layers.png
Drawn at 1.5 px/um.
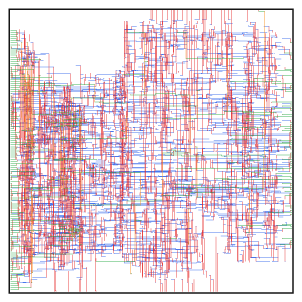
m3.png
Drawn at 1.5 px/um. Cells faint in the background.
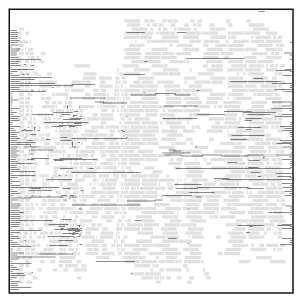
## config.mk

```make
export PLATFORM = sky130hd
export DESIGN_NAME = if_prefetch_flat
export DESIGN_NICKNAME = d
export VERILOG_FILES = /design/src/rtl/if_prefetch_if.sv /design/src/rtl/if_prefetch.sv /design/src/flat_wrapper.sv
export SDC_FILE = /design/constraint.sdc
export NUM_CORES = 1
export LEC_CHECK = 0
export ABC_CLOCK_PERIOD_IN_PS = 6450
export CAP_MARGIN = 10
export CORE_MARGIN = 4
export CORE_UTILIZATION = 45
export CTS_CLUSTER_SIZE = 16
export DETAILED_ROUTE_END_ITERATION = 7
export GPL_TIMING_DRIVEN = 0
export PLACE_DENSITY = 0.74
export SLEW_MARGIN = 20
export SYNTH_ARGS = -nofsm -noshare
export SYNTH_HDL_FRONTEND = slang
export SYNTH_SLANG_ARGS = --single-unit
```

## constraint.sdc

```tcl
create_clock -name clk -period 6.45 [get_ports clk]
set_input_delay 1.935 -clock clk [delete_from_list [all_inputs] [get_ports clk]]
set_output_delay 1.935 -clock clk [all_outputs]
set_load 0.01 [all_outputs]
```

## src/rtl/if_prefetch_if.sv

```systemverilog
// ============================================================================
// Module   : if_prefetch_if
// Brief    : Fetch-stage bundle: instruction memory port, redirect inputs and
//            the valid/ready handshake toward ID.
// Revision : 1.0
// ============================================================================
`default_nettype none

interface if_prefetch_if #(
  parameter int ADDR_W  = 32,
  parameter int INSTR_W = 32
);
  logic               imem_req;
  logic [ADDR_W-1:0]  imem_addr;
  logic [INSTR_W-1:0] imem_rdata;
  logic               branch_taken;
  logic [ADDR_W-1:0]  branch_target;
  logic               jump;
  logic [ADDR_W-1:0]  jump_target;
  logic               jr;
  logic [ADDR_W-1:0]  jr_target;
  logic               interrupt;
  logic               exception;
  logic               id_valid;
  logic               id_ready;
  logic [INSTR_W-1:0] id_instr;
  logic [ADDR_W-1:0]  id_pc_plus4;

  modport master (
    output imem_req, imem_addr, id_valid, id_instr, id_pc_plus4,
    input  imem_rdata, branch_taken, branch_target, jump, jump_target,
           jr, jr_target, interrupt, exception, id_ready
  );

  modport slave (
    input  imem_req, imem_addr, id_valid, id_instr, id_pc_plus4,
    output imem_rdata, branch_taken, branch_target, jump, jump_target,
           jr, jr_target, interrupt, exception, id_ready
  );
endinterface

`default_nettype wire

```

## src/rtl/if_prefetch.sv

```systemverilog
// ============================================================================
// Module   : if_prefetch
// Brief    : PC owner and prefetch queue feeding ID; resolves redirects.
//            Optional same-cycle bypass of an empty queue: IF_BYPASS_EN.
// Revision : 1.0
// ============================================================================
`default_nettype none

module if_prefetch #(
  parameter int                ADDR_W     = 32,
  parameter int                INSTR_W    = 32,
  parameter int                DEPTH      = 4,
  parameter logic [ADDR_W-1:0] RESET_PC   = 32'h8000_0000,
  parameter logic [ADDR_W-1:0] IRQ_VECTOR = 32'h8000_0004,
  parameter logic [ADDR_W-1:0] EXC_VECTOR = 32'h8000_0008
) (
  input  logic         clk,
  input  logic         rst,
  if_prefetch_if.master bus
);

  localparam int                 c_PTR_W = $clog2(DEPTH);
  localparam int                 c_CNT_W = c_PTR_W + 1;
  localparam logic [c_CNT_W-1:0] c_DEPTH = c_CNT_W'(DEPTH);
  localparam logic [ADDR_W-1:0]  c_FOUR  = ADDR_W'(4);

  logic [ADDR_W-1:0]  r_fetch_pc;
  logic               r_inflight;
  logic [ADDR_W-1:0]  r_inflight_pc;
  logic [c_CNT_W-1:0] r_count;
  logic [c_PTR_W-1:0] r_rd_ptr;
  logic [c_PTR_W-1:0] r_wr_ptr;
  logic [INSTR_W-1:0] r_instr_q [DEPTH];
  logic [ADDR_W-1:0]  r_pc4_q   [DEPTH];

  logic               w_redirect;
  logic [ADDR_W-1:0]  w_target;
  logic               w_issue;
  logic               w_resp;
  logic [ADDR_W-1:0]  w_resp_pc4;
  logic               w_empty;
  logic               w_bypass;
  logic               w_valid;
  logic               w_pop;
  logic               w_pop_q;
  logic               w_push;
  logic [INSTR_W-1:0] w_head_instr;
  logic [ADDR_W-1:0]  w_head_pc4;

  // Fixed priority; interrupts are masked while fetching from kernel space.
  always_comb begin
    w_redirect = 1'b1;
    w_target   = EXC_VECTOR;
    if (bus.exception) begin
      w_target = EXC_VECTOR;
    end else if (bus.interrupt && !r_fetch_pc[ADDR_W-1]) begin
      w_target = IRQ_VECTOR;
    end else if (bus.jr) begin
      w_target = bus.jr_target;
    end else if (bus.jump) begin
      w_target = bus.jump_target;
    end else if (bus.branch_taken) begin
      w_target = bus.branch_target;
    end else begin
      w_redirect = 1'b0;
    end
  end

  // Credit counts queued plus in-flight words; a same-cycle pop is not credited.
  assign w_issue    = !rst && !w_redirect &&
                      ((r_count + c_CNT_W'(r_inflight)) < c_DEPTH);
  assign w_resp     = r_inflight && !w_redirect;
  assign w_resp_pc4 = r_inflight_pc + c_FOUR;
  assign w_empty    = (r_count == '0);

`ifdef IF_BYPASS_EN
  assign w_bypass = w_empty && w_resp;
`else
  assign w_bypass = 1'b0;
`endif

  assign w_valid      = !w_redirect && (!w_empty || w_bypass);
  assign w_head_instr = w_bypass ? bus.imem_rdata : r_instr_q[r_rd_ptr];
  assign w_head_pc4   = w_bypass ? w_resp_pc4     : r_pc4_q[r_rd_ptr];
  assign w_pop        = w_valid && bus.id_ready;
  assign w_pop_q      = w_pop && !w_empty;
  assign w_push       = w_resp && !(w_bypass && bus.id_ready);

  assign bus.imem_req    = w_issue;
  assign bus.imem_addr   = r_fetch_pc;
  assign bus.id_valid    = w_valid;
  assign bus.id_instr    = w_valid ? w_head_instr : '0;
  assign bus.id_pc_plus4 = w_valid ? w_head_pc4   : '0;

  always_ff @(posedge clk or posedge rst) begin
    if (rst) begin
      r_fetch_pc    <= RESET_PC;
      r_inflight    <= 1'b0;
      r_inflight_pc <= RESET_PC;
      r_count       <= '0;
      r_rd_ptr      <= '0;
      r_wr_ptr      <= '0;
    end else if (w_redirect) begin
      r_fetch_pc <= w_target;
      r_inflight <= 1'b0;
      r_count    <= '0;
      r_rd_ptr   <= '0;
      r_wr_ptr   <= '0;
    end else begin
      r_inflight <= w_issue;
      if (w_issue) begin
        r_fetch_pc    <= r_fetch_pc + c_FOUR;
        r_inflight_pc <= r_fetch_pc;
      end
      if (w_push) begin
        r_wr_ptr <= r_wr_ptr + c_PTR_W'(1);
      end
      if (w_pop_q) begin
        r_rd_ptr <= r_rd_ptr + c_PTR_W'(1);
      end
      r_count <= r_count + c_CNT_W'(w_push) - c_CNT_W'(w_pop_q);
    end
  end

  // Queue storage carries no reset; occupancy is tracked by r_count alone.
  always_ff @(posedge clk) begin
    if (w_push) begin
      r_instr_q[r_wr_ptr] <= bus.imem_rdata;
      r_pc4_q[r_wr_ptr]   <= w_resp_pc4;
    end
  end

endmodule

`default_nettype wire

```

## src/flat_wrapper.sv

```systemverilog
// flat-port wrapper written by rule: the top's interface ports become plain ports
module if_prefetch_flat 
#(
  parameter int                ADDR_W     = 32,
  parameter int                INSTR_W    = 32,
  parameter int                DEPTH      = 4,
  parameter logic [ADDR_W-1:0] RESET_PC   = 32'h8000_0000,
  parameter logic [ADDR_W-1:0] IRQ_VECTOR = 32'h8000_0004,
  parameter logic [ADDR_W-1:0] EXC_VECTOR = 32'h8000_0008
)
  (clk, rst, bus_imem_req, bus_imem_addr, bus_id_valid, bus_id_instr, bus_id_pc_plus4, bus_imem_rdata, bus_branch_taken, bus_branch_target, bus_jump, bus_jump_target, bus_jr, bus_jr_target, bus_interrupt, bus_exception, bus_id_ready);
  if_prefetch_if #(.ADDR_W(ADDR_W), .INSTR_W(INSTR_W)) bus_i ();
  input  logic clk;
  input  logic rst;
  output wire logic [$bits(bus_i.imem_req)-1:0] bus_imem_req;
  output wire logic [$bits(bus_i.imem_addr)-1:0] bus_imem_addr;
  output wire logic [$bits(bus_i.id_valid)-1:0] bus_id_valid;
  output wire logic [$bits(bus_i.id_instr)-1:0] bus_id_instr;
  output wire logic [$bits(bus_i.id_pc_plus4)-1:0] bus_id_pc_plus4;
  input wire logic [$bits(bus_i.imem_rdata)-1:0] bus_imem_rdata;
  input wire logic [$bits(bus_i.branch_taken)-1:0] bus_branch_taken;
  input wire logic [$bits(bus_i.branch_target)-1:0] bus_branch_target;
  input wire logic [$bits(bus_i.jump)-1:0] bus_jump;
  input wire logic [$bits(bus_i.jump_target)-1:0] bus_jump_target;
  input wire logic [$bits(bus_i.jr)-1:0] bus_jr;
  input wire logic [$bits(bus_i.jr_target)-1:0] bus_jr_target;
  input wire logic [$bits(bus_i.interrupt)-1:0] bus_interrupt;
  input wire logic [$bits(bus_i.exception)-1:0] bus_exception;
  input wire logic [$bits(bus_i.id_ready)-1:0] bus_id_ready;
  assign bus_imem_req = bus_i.imem_req;
  assign bus_imem_addr = bus_i.imem_addr;
  assign bus_id_valid = bus_i.id_valid;
  assign bus_id_instr = bus_i.id_instr;
  assign bus_id_pc_plus4 = bus_i.id_pc_plus4;
  assign bus_i.imem_rdata = bus_imem_rdata;
  assign bus_i.branch_taken = bus_branch_taken;
  assign bus_i.branch_target = bus_branch_target;
  assign bus_i.jump = bus_jump;
  assign bus_i.jump_target = bus_jump_target;
  assign bus_i.jr = bus_jr;
  assign bus_i.jr_target = bus_jr_target;
  assign bus_i.interrupt = bus_interrupt;
  assign bus_i.exception = bus_exception;
  assign bus_i.id_ready = bus_id_ready;
  if_prefetch #(.ADDR_W(ADDR_W), .INSTR_W(INSTR_W), .DEPTH(DEPTH), .RESET_PC(RESET_PC), .IRQ_VECTOR(IRQ_VECTOR), .EXC_VECTOR(EXC_VECTOR)) u_core (.clk(clk), .rst(rst), .bus(bus_i));
endmodule
```

==> reports/metrics.yaml <==
floorplan:
  std_cell_rows: 65
  dieHeight_um: 188
  fp_util_pct: 45.9
  chipArea_um2: 35400
  ios: 234
  die_width_um: 188
setup_path:
  ff2ff_setup_slack_ns: 3.51
  worstSetupPathType: "input port to primary output"
  crit_path_start_kind: "input port"
  worstPathArrival_ns: 4.40
  setup.worst_path.start: "bus_branch_taken"
  crit_path_end: "bus_id_pc_plus4[15]"
  rr_worst_depth: 5
  r2r-start: "u_core.bus.imem_addr[31]$_DFFE_PP1P_"
  end_kind: "primary output"
  reg2reg_to: "u_core.r_instr_q[1][10]$_DFFE_PP_"
cells_and_area:
  fillers: 2419
  final_cell_mix: "edfxtp_1, clkdlybuf4s50_1, and2_1"
  design_area_um2: 18800
  fin_cells: 1673
  fin_util_pct: 59.3
  reg_top3: "u_core.r_instr_q: 128 flops, u_core.r_pc4_q: 128 flops"
  drive_gt1_share_pct: 13.9
  mostFrequentLayoutCell: "edfxtp_1"
  final-comb-area_um2: 4780
  ff_latch_area_um2: 9490
  antenna_cells: 0
placed_design:
  place_ws_ns: -0.629
  dpl-instance-area_um2: 17600
  dp_cells: 1609
  io_buffers: 231
  post-dp-hpwl_um: 24800
synthesis:
  top_area_share_pct: 52.6
  yosysUniqueCellTypes: 64
  yosys_area_um2: 14600
  syn-num-nets: 1083
  top_cells_by_area: "edfxtp_1, dfrtp_1, mux4_2"
  syn-cell-area_um2: 14600
  ff_type: "edfxtp_1"
  enable_flop_cells: 256
  synthXorXnorAreaFrac_pct: 1.98
  yosys_warnings: 0
  top_cells_by_count: "edfxtp_1, and2_1, dfrtp_1"
  syn_avg_cell_area_um2: 15.6
  ys.flops: 328
  synth_top_cell_by_area: "edfxtp_1"
  ys_seq_share_pct: 65.0
  logic_family: "multiplexers"
  mux_area_share_pct: 12.4
  aoi_share_pct: 7.39
  most_common_cell: "edfxtp_1"
  adder_share_pct: 0.822
pwr:
  p_leak_nw: 6.69
  power_mw: 4.80
  ir_drop_uv: 140
  power_density_nw_per_um2: 255
sta:
  slew_headroom_pct: 41.8
  whs_ns: 0.536
  fmax_ghz: 0.158
  rsz0062_at_grt: "no"
  tightest_slew_ns: 0.873
  period_minus_slack_ns: 6.34
  slew_viol_final: 0
  fin_crit_sh_pct: 98.2
  setup_violations: 0
  hold_violations: 0
global_route:
  grt_pass1_vias: 9687
  busiest_layer: "met2"
  use_met2_pct: 33.2
  antenna_found_initial: 0
  use_met1_pct: 25.5
  grt_max_degree: 57
  overflow: 0
drt:
  ant_nets: 0
  top_layer: "met4"
  dr.pass1.iters: 5
  wl_per_cell_um: 21.1
  first_iter_violations: 471
  wl_met3_um: 2640
  drc: 0
clock_network:
  ctsResizeCount: 7
  path_clk_slew_ns: 0.06
  clock-sinks: 328
  cts_max_level: 2
  clockBufferDepth: 3
  root_buffer: "clkbuf_16"
  cts_setup_buffers: 2
  hold_buffers: 0
  cts_buffers: 36
  clk_latency_ns: 0.51
status:
  status: "finished clean"
min_path:
  whs_path_depth: 1
  min_from: "u_core.r_inflight_pc[12]$_DFFE_PP0P_"
  hold_class: "flip-flop to flip-flop"
  min_delay_worst_endpoint: "u_core.r_inflight_pc[12]$_DFFE_PP0P_"
run:
  maxCapViolCount: 0
Notes on layers.png above:
- M4: orange (wire length 1410 um)
- M1: blue (wire length 14000 um)
- M3: green (wire length 2640 um)
- M2: red (wire length 17200 um)
vias post-DR: 9327
final wirelength: 35300 um
Total Routing Usage GR: 19.8%

Notes on m3.png above:
- nets with wire on the layer: 273
- longest straight run: 76.6 um
GR Util met3: 4.37%

-- cell type report --
cell class	count	area share, %
Sequential cell	328	50.4
Multi-Input combinational cell	529	25.4
Timing Repair Buffer	238	13.0
Clock buffer	46	5.31
Tap cell	435	2.89
Buffer	58	1.56
Clock inverter	16	1.10
Inverter	23	0.471
-- report_power, final --
| part | leakage, nW | switching [mW] | internal (mW) |
|---|---|---|---|
| clock | 0.590 | 0.796 | 1.29 |
| combinational | 2.79 | 0.156 | 0.164 |
| sequential | 3.31 | 0.0507 | 2.34 |
-- worst max-delay path: stages --
cell and delay, ns:
clkdlybuf4s50_1 0.51, or3_4 0.45, nor4_4 0.14, buf_4 0.19
buf_4 0.20, clkbuf_4 0.22, and2_1 0.19, clkdlybuf4s50_1 0.55
Power is estimated from default activity; no workload was simulated.
